Figure 1. Routed metal per tile.
13 x 13 tiles, from white (low) to dark blue (high), scaled to the fullest tile. Values are wire area over tile area, all layers added.
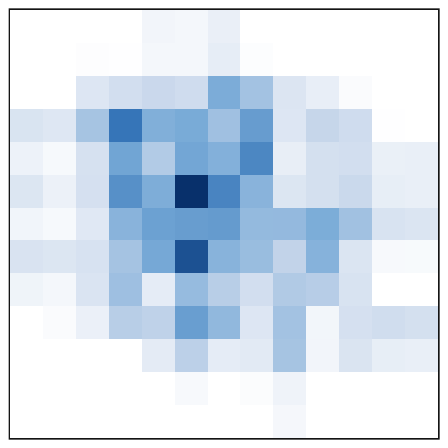
Figure 2. Clock nets.
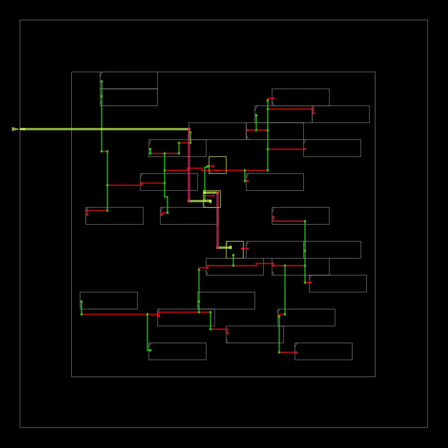
Figure 3. Gate families picked out.
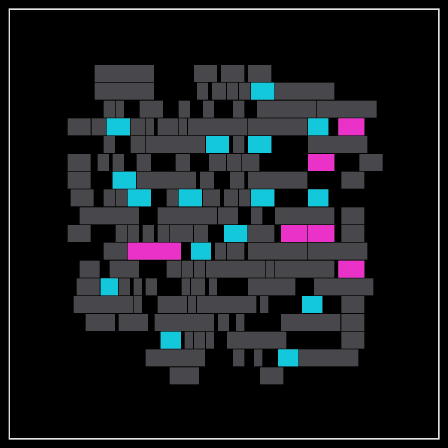
## src/rtl/five_bit_serial_subtractor.sv

```systemverilog
// Bit-serial 5-bit unsigned subtractor (D = A - B, LSB first, one bit per clock).
// Optional macro SUB_SATURATE_EN clamps D to 0 whenever the result borrows.
//
// state | meaning
// IDLE  | waiting for start; D/borrow hold the last result
// RUN   | shifting one bit per cycle, bit counter 0..4
// DONE  | one-cycle done pulse; D/borrow already hold the new result
module five_bit_serial_subtractor (
  input  logic       clk,
  input  logic       rst_n,
  input  logic       start,
  input  logic [4:0] A,
  input  logic [4:0] B,
  output logic       busy,
  output logic       done,
  output logic [4:0] D,
  output logic       borrow
);

  typedef enum logic [1:0] {IDLE, RUN, DONE} state_t;

  state_t     state, stateNext;
  logic [4:0] aSh, bSh, dSh;
  logic       bw;
  logic [2:0] bitCnt;
  logic       aBit, bBit, dBit, bwNext, lastBit;
  logic [4:0] diff;

  assign aBit    = aSh[0];
  assign bBit    = bSh[0];
  assign dBit    = aBit ^ bBit ^ bw;
  assign bwNext  = (~aBit & bBit) | (~(aBit ^ bBit) & bw);
  assign diff    = {dBit, dSh[4:1]};
  assign lastBit = (bitCnt == 3'd4);

  always_ff @(posedge clk or negedge rst_n) begin
    if (!rst_n) state <= IDLE;
    else        state <= stateNext;
  end

  always_comb begin
    stateNext = state;
    busy      = 1'b0;
    done      = 1'b0;
    case (state)
      IDLE: if (start) stateNext = RUN;
      RUN: begin
        busy = 1'b1;
        if (lastBit) stateNext = DONE;
      end
      DONE: begin
        busy      = 1'b1;
        done      = 1'b1;
        stateNext = IDLE;
      end
      default: stateNext = IDLE;
    endcase
  end

  // Datapath: the result registers load only on the bit-4 edge, so they stay stable through RUN.
  always_ff @(posedge clk or negedge rst_n) begin
    if (!rst_n) begin
      aSh    <= '0;
      bSh    <= '0;
      dSh    <= '0;
      bw     <= 1'b0;
      bitCnt <= '0;
      D      <= '0;
      borrow <= 1'b0;
    end else begin
      case (state)
        IDLE: begin
          if (start) begin
            aSh    <= A;
            bSh    <= B;
            dSh    <= '0;
            bw     <= 1'b0;
            bitCnt <= '0;
          end
        end
        RUN: begin
          aSh    <= aSh >> 1;
          bSh    <= bSh >> 1;
          dSh    <= diff;
          bw     <= bwNext;
          bitCnt <= bitCnt + 3'd1;
          if (lastBit) begin
            borrow <= bwNext;
`ifdef SUB_SATURATE_EN
            D      <= bwNext ? 5'd0 : diff;
`else
            D      <= diff;
`endif
          end
        end
        default: ;
      endcase
    end
  end

endmodule

```

## config.mk

```make
export PLATFORM = sky130hd
export DESIGN_NAME = five_bit_serial_subtractor
export DESIGN_NICKNAME = d
export VERILOG_FILES = /design/src/rtl/five_bit_serial_subtractor.sv
export SDC_FILE = /design/constraint.sdc
export NUM_CORES = 1
export LEC_CHECK = 0
export ABC_CLOCK_PERIOD_IN_PS = 1700
export CORE_MARGIN = 8
export CORE_UTILIZATION = 52
export CTS_CLUSTER_SIZE = 24
export DETAILED_ROUTE_END_ITERATION = 16
export GPL_TIMING_DRIVEN = 0
export PLACE_DENSITY = 0.78
export SYNTH_ARGS = -nofsm -noshare
export SYNTH_HDL_FRONTEND = slang
export SYNTH_SLANG_ARGS = --single-unit
export TNS_END_PERCENT = 5
```

## constraint.sdc

```tcl
create_clock -name clk -period 1.7 [get_ports clk]
set_input_delay 0.17 -clock clk [delete_from_list [all_inputs] [get_ports clk]]
set_output_delay 0.17 -clock clk [all_outputs]
set_load 0.005 [all_outputs]
```

==> results.sh <==
# flow metrics
export IMPL_required_ns=1.53
export IMPL_crit_reg2reg_launch="state[0]$_DFFE_PN0P_"
export IMPL_nWellTaps=30
export IMPL_area_growth_pct=21.1
export IMPL_yosysSeqAreaShare_pct=51.1
export IMPL_simple_gate_area_share_pct=13.6
export IMPL_worst_path_stages=3
export IMPL_route_met3_wl_um=152
export IMPL_cp_end_kind="output pin"
export IMPL_area_dominant_class="registers"
export IMPL_grt_pass1_vias=989
export IMPL_die_h_um=65.5
export IMPL_ys_top_logic_family="AND-OR/OR-AND gates"
export IMPL_grt_max_degree=27
export IMPL_wl_met1_mm=1.16
export IMPL_fa_ha_area_share_pct=6.49
export IMPL_power_density_nw_per_um2=1800
export IMPL_flop_cell="dfrtp_1"
export IMPL_row_count=18
export IMPL_fp_utilization_pct=53.3
export IMPL_clock_latency_ns=0.31
export IMPL_io_pins=21
export IMPL_postSynthCellCount=114
export IMPL_top_area_cell="dfrtp_1"
export IMPL_wl_met2_mm=1.26
export IMPL_ff_count=26
export IMPL_clk_share_pct=1.46
export IMPL_lay_top_cells="26 x dfrtp_1, 19 x clkdlybuf4s50_1, 10 x nand2b_1, 9 x a21oi_1"
export IMPL_holdBufCountCts=0
export IMPL_synth_chip_area_um2=1270
export IMPL_post_cts_repair_setup_buffers=0
export IMPL_drc=0
export IMPL_critPathArrivalTime_ns=1.46
export IMPL_hold_end="aSh[4]$_DFFE_PN0P_"
export IMPL_power_uw=2770
export IMPL_crit_path_start_kind="flip-flop"
export IMPL_finalHoldViolCount=0
export IMPL_syn_area_um2=1270
export IMPL_outcome="complete, no violations"
export IMPL_grt_pass1_wl_mm=4.43
export IMPL_min_path_type="in -> reg"
export IMPL_path_max_fanout=3
export IMPL_synthTopCellsByArea="dfrtp_1 51%, a221o_1 6.3%, ha_1 4.9%, nand2b_1 4.9%, mux2_2 4.4%"
export IMPL_worst_hold_slack_ns=0.419
export IMPL_root_buffer="clkbuf_4"
export IMPL_fp_nets=133
## Picture notes: Figure 1
emptiest ninth of the die: bottom left
fullest tile: 0.55
nearly empty tiles: 33%
vias: 968
Detailed Route WL: 2.60 mm
total global-route track usage: 12.6%
wire per inst: 15.6 µm

## Picture notes: Figure 2
Clock Skew: 0.00601 ns
P_clk: 253 µW
CTS Sinks: 26
TritonCTS Buffers: 3

## Picture notes: Figure 3
legend:
  multiplexers:
    color: magenta
    cells: 6
    most_used: mux2_2
  AND-OR and OR-AND gates:
    color: cyan
    cells: 16
    most_used: a221o_1
Finished Layout Cells: 167
multi-input combinational area share: 36.7%
Top cell excl fill/tap: dfrtp_1

## registers in the layout (all words and copies together), names as in the netlist
signal / count
D: 5
bw: 1
aSh: 5
borrow: 1
dSh: 4
bitCnt: 3
state: 2
bSh: 5
## metal layers
metal / vias up / GRT usage, %
li1: 454 / -
met1: 480 / 16.1
met2: 28 / 20.8
met3: 6 / 3.40
met4: 0 / 2.45
met5: - / 0
## where the power goes
| group | internal [µW] | leakage, µW | switching [µW] |
|---|---|---|---|
| Combinational | 753 | 0.000338 | 703 |
| Clock | 82.8 | 0.0000138 | 170 |
| Sequential | 881 | 0.000340 | 184 |
## metrics by stage
stage,util [%],std cells
2_1_floorplan,-,114
3_3_place_gp,63.3,164
3_5_place_dp,63.3,164
4_1_cts,64.2,167
5_1_grt,64.6,167
6_report,64.6,167
Power and IR drop assume default switching activity.
